### Congestion heat map

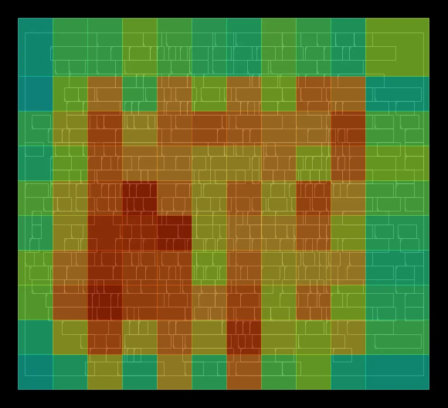
### Routed metal, one colour a layer

Bar = 20 um.
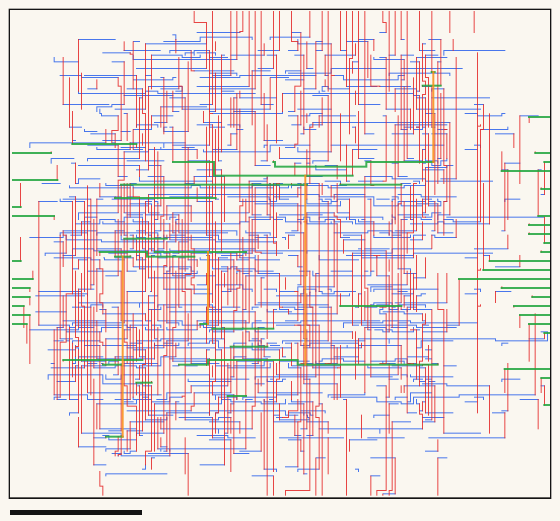
$ cat config.mk
export PLATFORM = sky130hd
export DESIGN_NAME = reg_rw_ctrl_flat
export DESIGN_NICKNAME = d
export VERILOG_FILES = /design/src/rtl/reg_rw_ctrl_if.sv /design/src/rtl/reg_rw_ctrl.sv /design/src/flat_wrapper.sv
export SDC_FILE = /design/constraint.sdc
export NUM_CORES = 1
export LEC_CHECK = 0
export CORE_ASPECT_RATIO = 0.9
export CORE_UTILIZATION = 48
export DETAILED_ROUTE_END_ITERATION = 12
export HOLD_SLACK_MARGIN = 0.12
export PLACE_DENSITY = 0.81
export SLEW_MARGIN = 20
export SYNTH_ARGS = -nofsm -noshare
export SYNTH_HDL_FRONTEND = slang
export SYNTH_SLANG_ARGS = --single-unit
$ cat constraint.sdc
create_clock -name clk -period 3.5 [get_ports clk]
set_clock_uncertainty 0.15 [all_clocks]
set_input_delay 0.7 -clock clk [delete_from_list [all_inputs] [get_ports clk]]
set_output_delay 0.7 -clock clk [all_outputs]
set_load 0.03 [all_outputs]
$ cat src/rtl/reg_rw_ctrl_if.sv
// Issue/read/write-back bundle between decode, the access controller and the register file.
// master = decode/write-back side, slave = the controller.
interface reg_rw_ctrl_if #(
   parameter int NUM_REGS    = 8,
   parameter int DATA_W      = 8,
   parameter int MAX_PENDING = 4
);
   localparam int ADDR_W = $clog2(NUM_REGS);
   localparam int CNT_W  = $clog2(MAX_PENDING + 1);

   logic                issue_valid;
   logic                issue_ready;
   logic [ADDR_W-1:0]   rd_a_addr;
   logic [ADDR_W-1:0]   rd_b_addr;
   logic                rd_a_en;
   logic                rd_b_en;
   logic [ADDR_W-1:0]   wr_addr;
   logic                wr_en;
   logic                wb_valid;
   logic [ADDR_W-1:0]   wb_addr;
   logic [DATA_W-1:0]   wb_data;
   logic [NUM_REGS-1:0] x_read_a_en;
   logic [NUM_REGS-1:0] x_read_b_en;
   logic                fwd_a;
   logic                fwd_b;
   logic [DATA_W-1:0]   fwd_data;
   logic [NUM_REGS-1:0] x_write_en;
   logic [DATA_W-1:0]   x_wr_data;
   logic [CNT_W-1:0]    pending;
   logic                wb_err;

   modport master (
      output issue_valid, rd_a_addr, rd_b_addr, rd_a_en, rd_b_en, wr_addr, wr_en,
             wb_valid, wb_addr, wb_data,
      input  issue_ready, x_read_a_en, x_read_b_en, fwd_a, fwd_b, fwd_data,
             x_write_en, x_wr_data, pending, wb_err
   );

   modport slave (
      input  issue_valid, rd_a_addr, rd_b_addr, rd_a_en, rd_b_en, wr_addr, wr_en,
             wb_valid, wb_addr, wb_data,
      output issue_ready, x_read_a_en, x_read_b_en, fwd_a, fwd_b, fwd_data,
             x_write_en, x_wr_data, pending, wb_err
   );
endinterface

$ cat src/rtl/reg_rw_ctrl.sv
// Register-file access controller: one-hot read/write decode, busy scoreboard with
// RAW/WAW/depth stalls and same-cycle write-back bypass.
module reg_rw_ctrl #(
   parameter int NUM_REGS    = 8,
   parameter int DATA_W      = 8,
   parameter int MAX_PENDING = 4,
   parameter int ZERO_REG    = 0
) (
   input logic           clk,
   input logic           rst_n,
   reg_rw_ctrl_if.slave  bus
);
   localparam int ADDR_W = $clog2(NUM_REGS);
   localparam int CNT_W  = $clog2(MAX_PENDING + 1);
   localparam logic [CNT_W-1:0]    MAX_CNT = CNT_W'(MAX_PENDING);
   localparam logic [NUM_REGS-1:0] ONE_HOT = NUM_REGS'(1);

   logic [NUM_REGS-1:0] busy, busy_nxt, eb, wb_hot;
   logic [ADDR_W-1:0]   rd_a_addr, rd_b_addr, wr_addr, wb_addr;
   logic [CNT_W-1:0]    pending_q;
   logic                wb_frees, wb_zero, wr_counted, accept;
   logic                fwd_a_hit, fwd_b_hit, stall;

   assign rd_a_addr = bus.rd_a_addr;
   assign rd_b_addr = bus.rd_b_addr;
   assign wr_addr   = bus.wr_addr;
   assign wb_addr   = bus.wb_addr;

   assign wb_hot     = ONE_HOT << wb_addr;
   assign wb_frees   = bus.wb_valid && busy[wb_addr];
   assign wb_zero    = (ZERO_REG != 0) && (wb_addr == '0);
   assign wr_counted = bus.wr_en && !((ZERO_REG != 0) && (wr_addr == '0));
   // A write-back landing this cycle resolves its hazard for the issuing instruction.
   assign eb         = bus.wb_valid ? (busy & ~wb_hot) : busy;

   assign stall = (bus.rd_a_en && eb[rd_a_addr])
               || (bus.rd_b_en && eb[rd_b_addr])
               || (bus.wr_en   && eb[wr_addr])
               || (wr_counted && (pending_q == MAX_CNT) && !wb_frees);

   assign bus.issue_ready = !stall;
   assign accept          = bus.issue_valid && !stall;
   assign bus.pending     = pending_q;

   assign fwd_a_hit = bus.rd_a_en && wb_frees && (rd_a_addr == wb_addr);
   assign fwd_b_hit = bus.rd_b_en && wb_frees && (rd_b_addr == wb_addr);

   always_comb begin
      busy_nxt = busy;
      if (wb_frees)
         busy_nxt[wb_addr] = 1'b0;
      if (accept && wr_counted)
         busy_nxt[wr_addr] = 1'b1;
      if (ZERO_REG != 0)
         busy_nxt[0] = 1'b0;
   end

   always_ff @(posedge clk or negedge rst_n) begin
      if (!rst_n) begin
         busy            <= '0;
         pending_q       <= '0;
         bus.wb_err      <= 1'b0;
         bus.x_read_a_en <= '0;
         bus.x_read_b_en <= '0;
         bus.fwd_a       <= 1'b0;
         bus.fwd_b       <= 1'b0;
         bus.fwd_data    <= '0;
         bus.x_write_en  <= '0;
         bus.x_wr_data   <= '0;
      end else begin
         busy <= busy_nxt;
         case ({accept && wr_counted, wb_frees})
            2'b10:   pending_q <= pending_q + 1'b1;
            2'b01:   pending_q <= pending_q - 1'b1;
            default: pending_q <= pending_q;
         endcase
         if (bus.wb_valid && !busy[wb_addr] && !wb_zero)
            bus.wb_err <= 1'b1;

         bus.x_read_a_en <= '0;
         bus.x_read_b_en <= '0;
         bus.fwd_a       <= 1'b0;
         bus.fwd_b       <= 1'b0;
         if (accept) begin
            if (bus.rd_a_en && !fwd_a_hit)
               bus.x_read_a_en <= ONE_HOT << rd_a_addr;
            if (bus.rd_b_en && !fwd_b_hit)
               bus.x_read_b_en <= ONE_HOT << rd_b_addr;
            bus.fwd_a <= fwd_a_hit;
            bus.fwd_b <= fwd_b_hit;
            if (fwd_a_hit || fwd_b_hit)
               bus.fwd_data <= bus.wb_data;
         end

         bus.x_write_en <= wb_frees ? wb_hot : '0;
         if (wb_frees)
            bus.x_wr_data <= bus.wb_data;
      end
   end
endmodule

$ cat src/flat_wrapper.sv
// flat-port wrapper written by rule: the top's interface ports become plain ports
module reg_rw_ctrl_flat 
#(
   parameter int NUM_REGS    = 8,
   parameter int DATA_W      = 8,
   parameter int MAX_PENDING = 4,
   parameter int ZERO_REG    = 0
)
  (clk, rst_n, bus_issue_valid, bus_rd_a_addr, bus_rd_b_addr, bus_rd_a_en, bus_rd_b_en, bus_wr_addr, bus_wr_en, bus_wb_valid, bus_wb_addr, bus_wb_data, bus_issue_ready, bus_x_read_a_en, bus_x_read_b_en, bus_fwd_a, bus_fwd_b, bus_fwd_data, bus_x_write_en, bus_x_wr_data, bus_pending, bus_wb_err);
  reg_rw_ctrl_if #(.NUM_REGS(NUM_REGS), .DATA_W(DATA_W), .MAX_PENDING(MAX_PENDING)) bus_i ();
  input logic clk;
  input logic rst_n;
  input wire logic [$bits(bus_i.issue_valid)-1:0] bus_issue_valid;
  input wire logic [$bits(bus_i.rd_a_addr)-1:0] bus_rd_a_addr;
  input wire logic [$bits(bus_i.rd_b_addr)-1:0] bus_rd_b_addr;
  input wire logic [$bits(bus_i.rd_a_en)-1:0] bus_rd_a_en;
  input wire logic [$bits(bus_i.rd_b_en)-1:0] bus_rd_b_en;
  input wire logic [$bits(bus_i.wr_addr)-1:0] bus_wr_addr;
  input wire logic [$bits(bus_i.wr_en)-1:0] bus_wr_en;
  input wire logic [$bits(bus_i.wb_valid)-1:0] bus_wb_valid;
  input wire logic [$bits(bus_i.wb_addr)-1:0] bus_wb_addr;
  input wire logic [$bits(bus_i.wb_data)-1:0] bus_wb_data;
  output wire logic [$bits(bus_i.issue_ready)-1:0] bus_issue_ready;
  output wire logic [$bits(bus_i.x_read_a_en)-1:0] bus_x_read_a_en;
  output wire logic [$bits(bus_i.x_read_b_en)-1:0] bus_x_read_b_en;
  output wire logic [$bits(bus_i.fwd_a)-1:0] bus_fwd_a;
  output wire logic [$bits(bus_i.fwd_b)-1:0] bus_fwd_b;
  output wire logic [$bits(bus_i.fwd_data)-1:0] bus_fwd_data;
  output wire logic [$bits(bus_i.x_write_en)-1:0] bus_x_write_en;
  output wire logic [$bits(bus_i.x_wr_data)-1:0] bus_x_wr_data;
  output wire logic [$bits(bus_i.pending)-1:0] bus_pending;
  output wire logic [$bits(bus_i.wb_err)-1:0] bus_wb_err;
  assign bus_i.issue_valid = bus_issue_valid;
  assign bus_i.rd_a_addr = bus_rd_a_addr;
  assign bus_i.rd_b_addr = bus_rd_b_addr;
  assign bus_i.rd_a_en = bus_rd_a_en;
  assign bus_i.rd_b_en = bus_rd_b_en;
  assign bus_i.wr_addr = bus_wr_addr;
  assign bus_i.wr_en = bus_wr_en;
  assign bus_i.wb_valid = bus_wb_valid;
  assign bus_i.wb_addr = bus_wb_addr;
  assign bus_i.wb_data = bus_wb_data;
  assign bus_issue_ready = bus_i.issue_ready;
  assign bus_x_read_a_en = bus_i.x_read_a_en;
  assign bus_x_read_b_en = bus_i.x_read_b_en;
  assign bus_fwd_a = bus_i.fwd_a;
  assign bus_fwd_b = bus_i.fwd_b;
  assign bus_fwd_data = bus_i.fwd_data;
  assign bus_x_write_en = bus_i.x_write_en;
  assign bus_x_wr_data = bus_i.x_wr_data;
  assign bus_pending = bus_i.pending;
  assign bus_wb_err = bus_i.wb_err;
  reg_rw_ctrl #(.NUM_REGS(NUM_REGS), .DATA_W(DATA_W), .MAX_PENDING(MAX_PENDING), .ZERO_REG(ZERO_REG)) u_core (.clk(clk), .rst_n(rst_n), .bus(bus_i));
endmodule
==> results.py <==
# Synthesis and PnR figures
metrics = {
    "synth": {
        "xor_share_pct": 2.88,
        "fa_ha_area_share_pct": 1.19,
        "ys_cells": 272,
        "topCellsByArea": "dfrtp_1 (49%), nand2_1 (6.6%), nor2b_1 (2.3%)",
        "netlist-cell-type-count": 54,
    },
    "global_route": {
        "overflow": 0,
        "grt_pass1_wl_mm": 11.6,
        "grt_pass1_vias": 2398,
    },
    "critical_path": {
        "crit_top_cell": "buf_4",
        "worstSetupPathType": "in -> out",
        "worstPathMaxFanout": 10,
    },
    "timing": {
        "final-hold-violation-count": 0,
        "timing.final.crit_period_ns": 3.34,
        "slew_headroom_pct": 52.5,
        "fin_ws_ns": 0.156,
    },
    "power": {
        "power.switching_mw": 0.716,
        "combPwrFrac_pct": 39.2,
        "p_per_area_nw_per_um2": 495,
        "leakagePower_nw": 1.81,
        "p_sw_share_pct": 36.5,
        "clkPwrFrac_pct": 19.8,
        "internal_power_mw": 1.25,
    },
    "placement": {
        "post-place-ws_ns": -0.386,
        "place_area_um2": 3830,
    },
    "floorplanning": {
        "ios": 74,
        "fp_util_pct": 50.9,
        "die_w_um": 81.6,
    },
    "job": {
        "log.warning_count": 26,
        "cap_violations": 0,
    },
    "cells_and_area": {
        "fin_cells": 450,
        "seq_area_um2": 1350,
    },
    "run_status": {
        "status": "finished clean",
    },
    "drt": {
        "vias_per_cell": 5.48,
    },
}
## Picture notes: 'Congestion heat map'
grt met3 use: 5.96%
busiest grt layer: met2
M2 GR Usage: 42.8%
routed len/inst: 16.3 um
GRT Total Usage: 25.9%

## Picture notes: 'Routed metal, one colour a layer'
layer	colour	wire length
metal 3	green	368 um
metal 4	orange	80.2 um
metal 2	red	3,690 um
metal 1	blue	3,210 um
Via Count: 2,467
Routed WL: 7.35 mm

-- cell usage in the layout, fill, tap and decap left out, types with 7 or more instances in the layout --
| cell | synthesis | routed |
|---|---|---|
| nor4_1 | 10 | 10 |
| nand2_1 | 48 | 48 |
| xor2_1 | 7 | 7 |
| dfrtp_1 | 54 | 54 |
| buf_4 | 1 | 51 |
| clkdlybuf4s50_1 | 0 | 62 |
| nor2b_1 | 10 | 10 |
| nor2_1 | 16 | 16 |
| clkbuf_8 | 0 | 7 |
| nand3_1 | 9 | 9 |
| nor3_1 | 8 | 8 |
-- area by class of cell --
class                      instances  area share [%]
clock buffer                       7            2.43
clock inverter                     1           0.221
inverter                           6           0.568
multi-input combinational        191            32.4
sequential                        54            34.1
tap                               67            2.11
timing repair buffer             124            28.2
-- critical path, delay by kind of cell --
kind | cells | cell delay, ns
simple gates | 2 | 0.29
mux | 1 | 0.49
buf+inv | 5 | 0.75
compound gates | 2 | 0.26
-- path summary, 6_finish.rpt --
path / start / to / slack, ns / cells past startpoint
min in group clk: u_core.bus.x_wr_data[0] / u_core.bus.x_wr_data[0] / 0.33 / 2
min reg2reg: u_core.bus.x_wr_data[0] / u_core.bus.x_wr_data[0] / 0.33 / 2
max in group asynchronous: rst_n / u_core.bus.fwd_data[7] / 2.36 / 2
max: bus_wb_addr[2] / bus_issue_ready / 0.16 / 10
min: rst_n / u_core.busy[2] / 0.27 / 1
max reg2reg: u_core.busy[4] / u_core.bus.pending[2] / 0.64 / 10
-- flip-flops by register name, indices dropped and copies added (netlist names) --
name and flops:
u_core.bus.wb_err 1, u_core.bus.fwd_b 1, u_core.bus.pending 3, u_core.bus.fwd_data 8, u_core.bus.fwd_a 1, u_core.busy 8
u_core.bus.x_read_b_en 8, u_core.bus.x_wr_data 8, u_core.bus.x_write_en 8, u_core.bus.x_read_a_en 8
-- per-stage QoR --
stage                     TNS, ns  total power, mW  hold WS, ns
after floorplan                 0             1.23        0.254
after global placement     -0.736             1.55        0.308
after detailed placement   -0.963             1.58        0.313
after CTS                       0             1.96        0.292
after global routing            0             2.06        0.324
final                           0             1.96        0.275
-- routing by layer --
layer,up-vias,part of all wire [%],track usage [%]
li1,1190,-,-
met1,1192,44,34.7
met2,77,50,42.8
met3,8,5.0,5.96
met4,0,1.1,5.85
met5,-,0,0
-- power by group through the flow --
stage / logic [mW] / registers, mW / clock network (mW)
2_1_floorplan: 0.276 / 0.957 / 0
3_3_place_gp: 0.739 / 0.811 / 0
3_5_place_dp: 0.761 / 0.816 / 0
4_1_cts: 0.764 / 0.803 / 0.394
5_1_grt: 0.825 / 0.815 / 0.420
6_report: 0.770 / 0.806 / 0.389
-- synth_stat cells (4+ instances only) --
library cell  number
o221ai_1           4
inv_1              5
mux2_1             5
nor4bb_1           5
mux2_2             5
xor2_1             7
buf_2              6
nand3_1            9
nor2b_1           10
nand4_1            4
nor3_1             8
nand2b_1           5
clkbuf_1          12
dfrtp_1           54
nand2_1           48
o21ai_0            5
nor4_1            10
nor2_1            16
-- repair_timing --
action,CTS,global route
endpoints found under the setup margin,2,2
setup buffers,0,2
pin swaps,1,1
hold buffers,0,0
resized,9,13
Power figures rest on the tool's default switching activity, not on a simulated workload.
